==> run_1/m3.png <==
Bar = 20 um.
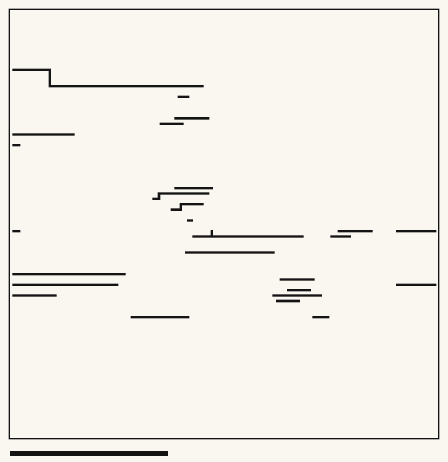
==> run_1/layers.png <==
Bar = 20 um.
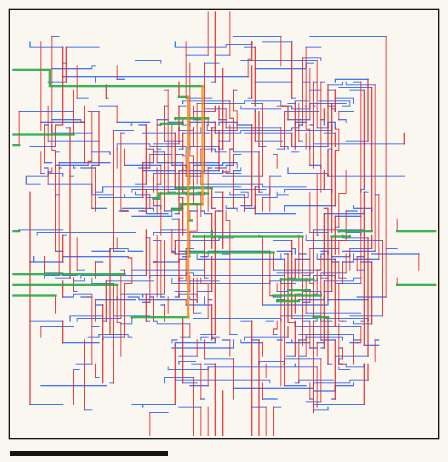
==> run_1/placed.png <==
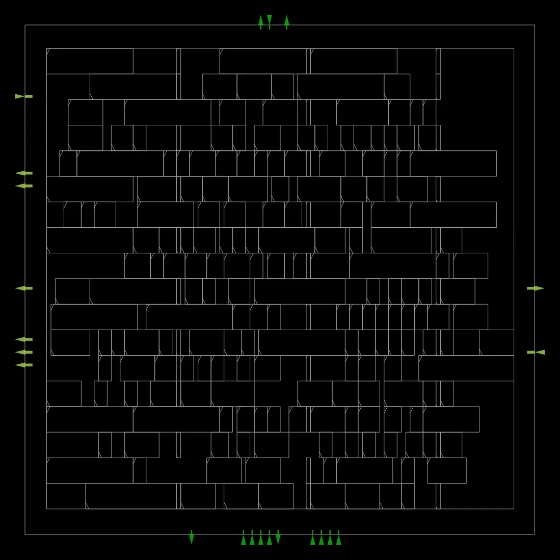
<file path="config.mk">
export PLATFORM = sky130hd
export DESIGN_NAME = srff_lock_arbiter
export DESIGN_NICKNAME = d
export VERILOG_FILES = /design/src/rtl/srff_lock_arbiter.sv
export SDC_FILE = /design/constraint.sdc
export NUM_CORES = 1
export LEC_CHECK = 0
export ABC_AREA = 1
export CAP_MARGIN = 20
export CORE_MARGIN = 2
export CORE_UTILIZATION = 52
export CTS_CLUSTER_SIZE = 20
export DETAILED_ROUTE_END_ITERATION = 16
export GPL_TIMING_DRIVEN = 0
export HOLD_SLACK_MARGIN = 0.15
export PLACE_DENSITY = 0.78
export SYNTH_ARGS = -nofsm -noshare
export SYNTH_HDL_FRONTEND = slang
export SYNTH_SLANG_ARGS = --single-unit
</file>
<file path="constraint.sdc">
create_clock -name clk -period 1.6 [get_ports clk]
set_input_delay 0.16 -clock clk [delete_from_list [all_inputs] [get_ports clk]]
set_output_delay 0.16 -clock clk [all_outputs]
set_load 0.01 [all_outputs]
</file>
<file path="src/rtl/srff_lock_arbiter.sv">
`default_nettype none
// +----------------------------------------------------------------------------+
// | srff_lock_arbiter : round-robin owner of one external SR-flop lock flag    |
// | Rev 1.0                                                                    |
// +----------------------------------------------------------------------------+
module srff_lock_arbiter #(
  parameter int N_REQ    = 4,
  parameter int ID_W     = 2,
  parameter int HOLD_MAX = 16,
  parameter int CONF_MAX = 4,
  parameter int CNT_W    = 5
) (
  input  logic             clk,
  input  logic             reset,
  input  logic [N_REQ-1:0] req,
  input  logic [N_REQ-1:0] rel,
  input  logic             srff_q,
  output logic             srff_s,
  output logic             srff_r,
  output logic [N_REQ-1:0] grant,
  output logic [ID_W-1:0]  owner_id,
  output logic             busy,
  output logic             timeout_err,
  output logic             fault
);

  typedef enum logic [2:0] {
    S_IDLE  = 3'd0,
    S_SET   = 3'd1,
    S_HOLD  = 3'd2,
    S_CLEAR = 3'd3,
    S_FAULT = 3'd4
  } state_t;

  localparam logic [CNT_W-1:0] CONF_LAST = CNT_W'(CONF_MAX - 1);
  localparam logic [CNT_W-1:0] HOLD_LIM  = CNT_W'(HOLD_MAX);
  localparam logic [ID_W-1:0]  LAST_ID   = ID_W'(N_REQ - 1);

  state_t             state_q, state_d;
  logic [CNT_W-1:0]   cnt_q, cnt_d;
  logic [ID_W-1:0]    ptr_q, ptr_d;
  logic [ID_W-1:0]    owner_q, owner_d;
  logic [N_REQ-1:0]   grant_q, grant_d;
  logic               s_q, s_d, r_q, r_d;
  logic               busy_q, busy_d, tmo_q, tmo_d, fault_q, fault_d;
  logic               pick_valid;
  logic [ID_W-1:0]    pick_id;

  // Scan from the farthest offset down so the requester nearest the pointer wins.
  always_comb begin
    pick_valid = 1'b0;
    pick_id    = '0;
    for (int i = N_REQ - 1; i >= 0; i--) begin
      if (req[(int'(ptr_q) + i) % N_REQ]) begin
        pick_valid = 1'b1;
        pick_id    = ID_W'((int'(ptr_q) + i) % N_REQ);
      end
    end
  end

  always_comb begin
    state_d = state_q;
    cnt_d   = cnt_q;
    ptr_d   = ptr_q;
    owner_d = owner_q;
    tmo_d   = 1'b0;
    case (state_q)
      S_IDLE: begin
        if (pick_valid) begin
          owner_d = pick_id;
          cnt_d   = '0;
          state_d = S_SET;
        end
      end
      S_SET: begin
        if (srff_q) begin
          state_d = S_HOLD;
          cnt_d   = CNT_W'(1);
        end else if (cnt_q == CONF_LAST) begin
          state_d = S_CLEAR;
          cnt_d   = '0;
          tmo_d   = 1'b1;
        end else begin
          cnt_d = cnt_q + 1'b1;
        end
      end
      S_HOLD: begin
        // A voluntary release outranks the hold limit when both land together.
        if (rel[owner_q] || !req[owner_q]) begin
          state_d = S_CLEAR;
          cnt_d   = '0;
        end else if (cnt_q == HOLD_LIM) begin
          state_d = S_CLEAR;
          cnt_d   = '0;
          tmo_d   = 1'b1;
        end else begin
          cnt_d = cnt_q + 1'b1;
        end
      end
      S_CLEAR: begin
        if (!srff_q) begin
          state_d = S_IDLE;
          cnt_d   = '0;
          ptr_d   = (owner_q == LAST_ID) ? '0 : owner_q + 1'b1;
        end else if (cnt_q == CONF_LAST) begin
          state_d = S_FAULT;
          cnt_d   = '0;
        end else begin
          cnt_d = cnt_q + 1'b1;
        end
      end
      S_FAULT: state_d = S_FAULT;
      default: state_d = S_IDLE;
    endcase

    s_d     = (state_d == S_SET);
    r_d     = (state_d == S_CLEAR);
    busy_d  = (state_d != S_IDLE);
    fault_d = (state_d == S_FAULT);
    grant_d = (state_d == S_HOLD) ? (N_REQ'(1) << owner_d) : '0;
  end

  always_ff @(posedge clk or negedge reset) begin
    if (!reset) begin
      state_q <= S_IDLE;
      cnt_q   <= '0;
      ptr_q   <= '0;
      owner_q <= '0;
      grant_q <= '0;
      s_q     <= 1'b0;
      r_q     <= 1'b0;
      busy_q  <= 1'b0;
      tmo_q   <= 1'b0;
      fault_q <= 1'b0;
    end else begin
      state_q <= state_d;
      cnt_q   <= cnt_d;
      ptr_q   <= ptr_d;
      owner_q <= owner_d;
      grant_q <= grant_d;
      s_q     <= s_d;
      r_q     <= r_d;
      busy_q  <= busy_d;
      tmo_q   <= tmo_d;
      fault_q <= fault_d;
    end
  end

  assign srff_s      = s_q;
  assign srff_r      = r_q;
  assign grant       = grant_q;
  assign owner_id    = owner_q;
  assign busy        = busy_q;
  assign timeout_err = tmo_q;
  assign fault       = fault_q;

endmodule
`default_nettype wire
</file>
==> run summary, run 1 <==
Status - finished clean
Slew margin rel. - 74.45%
R2R setup slack - 0.03 ns
Synthesized registers - 21
Die Y - 54.17 um
Reg2reg end - grant[2]
Hold Crit Class - flop to flop
WL final - 3047 um
Synth Warn # - 0
CP cell instances - buf_6 -> nand2_1 -> nand2_1 -> nand2_2 -> nand4_1 -> nand2_1 -> nand2_1 -> a21oi_1 -> nor2_1
Seq pwr share - 29.1%
Init Core Util - 53.81%
Max clock buf depth - 2
Wire length per cell - 13.25 um
NumNets Final - 215
OpenROAD warnings - 28
WP data required - 1.80 ns
Clock sinks - 21
Arrival @ worst endpoint - 1.77 ns
CTS tree - built
Final hold violations - 0
Max rail drop VDD - 1115 uV
Die Size - 0.002934 sq mm
Clk root buf - clkbuf_4
Max-cap violation count - 0
Drt initial violations - 24
Setup violators final - 0
Pint - 1586 uW
Clock Pin Slew Worst Setup and Hold Paths - 0.12 ns
Top cells excl fill/tap - 30 x nand2_1, 21 x clkdlybuf4s50_1, 19 x dfrtp_1, 15 x nor2_1, 13 x inv_1
I/O pin count - 22
Top sig layer - met4
Detail Placement HPWL - 2232 um
Total power - 2965 uW
Hold Crit Start - cnt_q[1]
Main synth FF type - dfrtp_1
Hold EP - cnt_q[1]
Diode count - 0
Fin crit share - 97.93%
DR vias/cell - 5.361
Commonest Layout Cell - nand2_1
Ys cells - 167
Leak - 0.0008196 uW
Yosys cell types - 29
Back to the opening pictures, m3.png:
share of all routed wire	5.2%
main direction	horizontal
nets with wire on the layer	23

Back to the opening pictures, layers.png:
layer	color	wire length
M4	orange	42.8 um
M1	blue	1320 um
M2	red	1530 um
M3	green	159 um

Back to the opening pictures, placed.png:
num rows: 18
flip-flops: 21
fraction of area in registers: 30.69%
Well Taps: 30

[run 1: flip-flops by register name, indices dropped and copies added (netlist names)]
name         count
state_q          3
busy             1
grant            4
ptr_q            2
srff_s           1
cnt_q            5
owner_id         2
srff_r           1
timeout_err      1
fault            1
[run 1: stage by stage]
stage,area [sq um],cells,util (%),hold WS (ns)
after floorplan,1309,167,-,-0.1356
after global placement,1556,218,63.99,0.6061
after detailed placement,1556,218,63.99,0.6234
after CTS,1583,222,65.07,0.3889
after global routing,1720,230,70.73,0.6633
final,1720,230,70.73,0.6198
[run 1: power groups by stage]
stage / clock network, uW / registers (uW) / logic (uW)
global route: 279 / 888 / 2030
floorplan: 0 / 883 / 1120
detailed placement: 0 / 865 / 1630
finish: 260 / 864 / 1840
CTS: 266 / 855 / 1640
global placement: 0 / 852 / 1570
[run 1: logic make-up after synthesis]
family          count (synthesis)  share of synthesized area, %
compound gates                 24                         11.19
buf+inv                        27                         8.318
simple gates                   91                         36.81
xor+xnor                        1                        0.6693
fa+ha+maj                       3                         2.868
flops                          21                         40.15
[run 1: Yosys cell counts (all sizes together), types with 2 or more instances]
master   n  area (sq um)
nand2   42         185.2
dfrtp   21         525.5
ha       3         37.54
or2      3         18.77
inv     26         97.60
nor3     2         21.27
nand3   16         100.1
a21oi    5         25.02
nand4    5         31.28
nor2    22         117.6
o21ai   13         76.33
[run 1: layer usage]
metal  track usage (%)  vias to the layer above
li1                  -                      611
met1             29.25                      577
met2             37.95                       40
met3             5.556                        5
met4             9.167                        0
met5                 0                        -
[run 1: timing repair]
action	CTS	global route
endpoints found under the hold margin	0	5
gates resized	0	18
setup endpoints to repair	0	7
hold buffers	0	1
setup buffers	0	5
[run 1: layout make-up]
| cell class | instances | area (sq um) | share of cell area, % |
|---|---|---|---|
| Multi-Input combinational cell | 119 | 720.7 | 41.89 |
| Sequential cell | 21 | 528.0 | 30.69 |
| Inverter | 26 | 100.1 | 5.818 |
| Tap cell | 30 | 37.54 | 2.182 |
| Timing Repair Buffer | 29 | 296.5 | 17.24 |
| Clock buffer | 4 | 26.28 | 1.527 |
| Buffer | 1 | 11.26 | 0.6545 |
[run 1: how the worst max path moves through the flow]
| stage | endpoint | slack, ns | depth (start not counted) |
|---|---|---|---|
| CTS | cnt_q[3] | 0.02 | 8 |
| floorplan | cnt_q[3] | 0.22 | 8 |
| detailed placement | grant[1] | -0.12 | 10 |
| global placement | grant[1] | -0.08 | 10 |
| global route | grant[3] | -0.01 | 9 |
| finish | grant[2] | 0.03 | 9 |
[run 1: worst reg2reg max path, delay by kind of cell, from the launching register on]
| kind | cells | cell delay [ns] |
|---|---|---|
| AND/OR/NAND/NOR | 7 | 0.63 |
| flip-flops | 1 | 0.47 |
| buffers and inverters | 1 | 0.15 |
| AND-OR/OR-AND | 1 | 0.21 |
==> run_1/pinout.png <==
Bar = 20 um. Pins as bars across the die edge, other pins in gray.
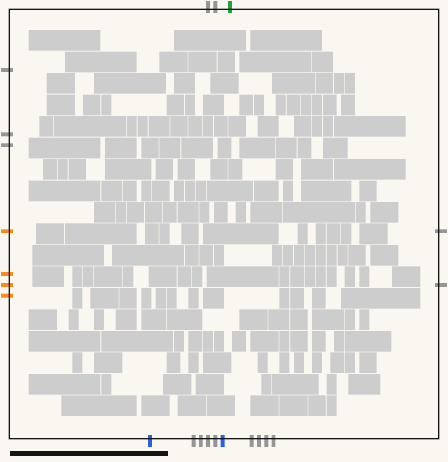

==> run 2, diff against run 1 <==
CORE_MARGIN = 5   (was 2)
GPL_ROUTABILITY_DRIVEN = 0   (was default)
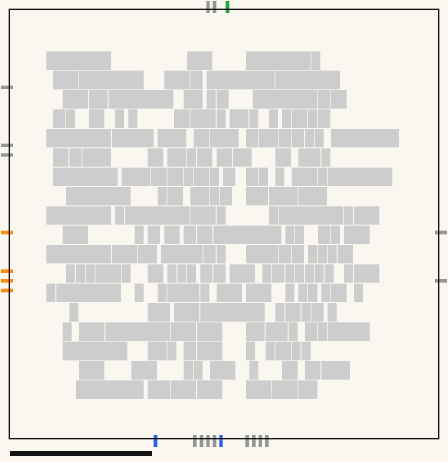
(run_2/pinout.png)
Bar = 20 um. Pins as bars across the die edge, other pins in gray.
port	color	pins	direction	edge
`fault`	green	1	output	north
`grant`	orange	4	output	west
`owner_id`	blue	2	output	south
all pins by edge	10 south, 7 west, 3 north, 2 east

==> run 2 against run 1 <==
Sequential share of layout area up 0.83 points. Clock skew down 0.00065 ns. Sequential cell count unchanged. Area after synthesis unchanged. Non-clock buffer count down 4. Wire length up 4.8%. Via count unchanged. Worst setup slack better by 0.040 ns. Global-route usage down 4.7 points. Register-to-register slack better by 0.04 ns. Hold slack worse by 0.27 ns. Largest cell class unchanged.
==> run summary, run 2 <==
Max-cap violation count - 0 (unchanged)
WL final - 3193 um (+4.8%)
Synth Warn # - 0 (unchanged)
Vias in the first global route - 1180
Final hold violations - 0 (unchanged)
Clock sinks - 21 (unchanged)
Drt initial violations - 40 (+67%)
Yosys cell types - 29 (unchanged)
DRT Pass-1 Iters - 4
Hold slack - 0.3513 ns (-0.2684 ns)
Reg2reg end - cnt_q[4]
RR Startpoint - cnt_q[0]
Init Core Util - 53.81% (unchanged)
Die X - 60.17 um
Gate Count Post-Synth - 167
Mean Syn Cell Area - 7.837 sq um
Die Size - 0.003620 sq mm (+23%)
Finished Layout Cells - 226 (-1.7%)
Clock Pin Slew Worst Setup and Hold Paths - 0.12 ns (about the same)
Ys cells - 167 (unchanged)
Slew @ Worst Pin - 0.9298 ns
Area leader, netlist - dfrtp_1
Top-area cell type share of the netlist area - 40.15% (unchanged)
Max reg flops - 5 (unchanged)
Arrival @ worst endpoint - 1.71 ns (-0.06 ns)
P_sw - 1416 uW
Synthesized registers - 21 (unchanged)
Top cells excl fill/tap - 30 x nand2_1, 21 x clkdlybuf4s50_1, 17 x dfrtp_1, 15 x nor2_1
FF-to-FF path depth - 8
Detail Placement HPWL - 2337 um (+4.7%)
Most frequent cells after synthesis - 31 x nand2_1, 21 x dfrtp_1, 16 x inv_1, 16 x nor2_1, 12 x nand3_1
Main synth FF type - dfrtp_1
Setup violators final - 0 (unchanged)
Largest Register - cnt_q
Vias - 1233
Die Y - 60.17 um (+11%)
CTS tree - built
Post-placement cell count - 218 (unchanged)
Yosys chip area - 0.001309 sq mm
Fin crit share - 95.42% (-2.5 points)
Mapped Nets - 181
Asr flop ratio synth - 100.0%
Commonest Layout Cell - nand2_1
Total power - 2974 uW (+0.31%)
Most frequent cell after synthesis - nand2_1
Total of fill cells in the finished design - 187
Max clock buf depth - 2 (unchanged)
Wire length per cell - 14.13 um (+6.6%)
Critical Path Start Type - flop
Slew margin rel. - 37.82% (-37 points)
Dpl ws - -0.1766 ns
GR Util All Layers - 18.49%
Crit Path Max Fanout - 4
Initial antenna violation count - 0
Seq pwr share - 29.7% (+0.6 points)
Post-synthesis sequential area ratio - 40.15%
R2R setup slack - 0.07 ns (+0.04 ns)
Post-cts hold-fix buffer tally - 0 (unchanged)
CTS Buf Count - 3
Core Box Area - 0.002432 sq mm
I/O pin count - 22 (unchanged)
Leak - 0.0007983 uW (-2.6%)
Status - finished clean
Pin count of the biggest net entering global routing - 22
Grt ovf - 0
Clock Skews - 0.01082 ns
Max Slew Vio Count - 0
Diode count - 0 (unchanged)
Pint - 1558 uW (-1.8%)
Clk pwr share - 8.8%
NumNets Final - 211 (-1.9%)
Max rail drop VDD - 1261 uV (+13%)
DR vias/cell - 5.456 (+1.8%)
Hold Crit Class - primary input to asynchronous set/reset pin
OpenROAD warnings - 28 (unchanged)
H-tree depth - 1
Area Growth Syn to Fin - 28.58%
Clk root buf - clkbuf_4
Top cells, area - dfrtp_1 40%, nand2_1 8.9%, nand2_2 5.3%
WP data required - 1.79 ns (about the same)
Num rows - 18 (unchanged)
Post-DRT Antenna Nets - 0
[run 2: cell families (layout without fill, tap and decap cells)]
group | after synthesis | after routing | synth area share (%)
AND/OR/NAND/NOR | 91 | 91 | 36.81
buffers and inverters | 27 | 56 | 8.318
AND-OR/OR-AND | 24 | 24 | 11.19
flip-flops | 21 | 21 | 40.15
adder cells (fa/ha/maj) | 3 | 3 | 2.868
XOR/XNOR | 1 | 1 | 0.6693
[run 2: layout make-up]
cell class | instances | area, sq um | area share (%)
Multi-Input combinational cell | 119 | 738.2 | 43.87
Sequential cell | 21 | 530.5 | 31.52
Timing Repair Buffer | 25 | 240.2 | 14.28
Inverter | 26 | 97.59 | 5.799
Tap cell | 30 | 37.54 | 2.230
Clock buffer | 3 | 22.52 | 1.338
Buffer | 1 | 11.26 | 0.6691
Clock inverter | 1 | 5.005 | 0.2974
[run 2: per-layer routing]
| metal | GRT usage, % | wire length (um) | share of wire, % |
|---|---|---|---|
| met5 | 0 | 0 | 0 |
| met3 | 3.672 | 114 | 3.6 |
| met4 | 5.696 | 35 | 1.1 |
| met1 | 23.66 | 1411 | 44 |
| met2 | 31.17 | 1632 | 51 |
[run 2: repair_timing]
| item | 4_1_cts | 5_1_grt |
|---|---|---|
| gates resized | 0 | 22 |
| endpoints found under the setup margin | 0 | 9 |
| buffers inserted | 0 | 3 |
[run 2: how the worst max path moves through the flow]
stage                           to  cells after the start  startpoint  slack, ns
after floorplan           cnt_q[3]                      8    cnt_q[0]       0.22
after global placement    grant[1]                     10      req[0]      -0.08
after detailed placement  grant[3]                     10      req[0]      -0.18
after CTS                 cnt_q[4]                      8    cnt_q[0]       0.02
after global routing      cnt_q[3]                      8    cnt_q[0]      -0.04
final                     cnt_q[4]                      8    cnt_q[0]       0.07
[run 2: per-stage QoR]
step | util (%) | setup TNS (ns) | cell area (sq um)
global route | 69.19 | -0.05522 | 1683
finish | 69.19 | 0 | 1683
global placement | 63.99 | -0.3122 | 1556
CTS | 65.12 | 0 | 1584
floorplan | - | 0 | 1309
detailed placement | 63.99 | -0.6881 | 1556
[run 2: power groups by stage]
stage                     Combinational, uW  Sequential, uW  Clock, uW
after floorplan                        1120             883          0
final                                  1830             883        260
after detailed placement               1630             864          0
after global routing                   2020             910        294
after global placement                 1580             852          0
after CTS                              1640             854        267
[run 2: worst max-delay path, stage by stage, from the launching register on]
cell	delay, ns
dfrtp_2	0.46
inv_2	0.09
ha_1	0.15
nand2_1	0.10
nor2_4	0.14
nor2_1	0.07
or2_1	0.24
nand2_1	0.07
o21ai_0	0.08
Power is estimated from default activity; no workload was simulated.
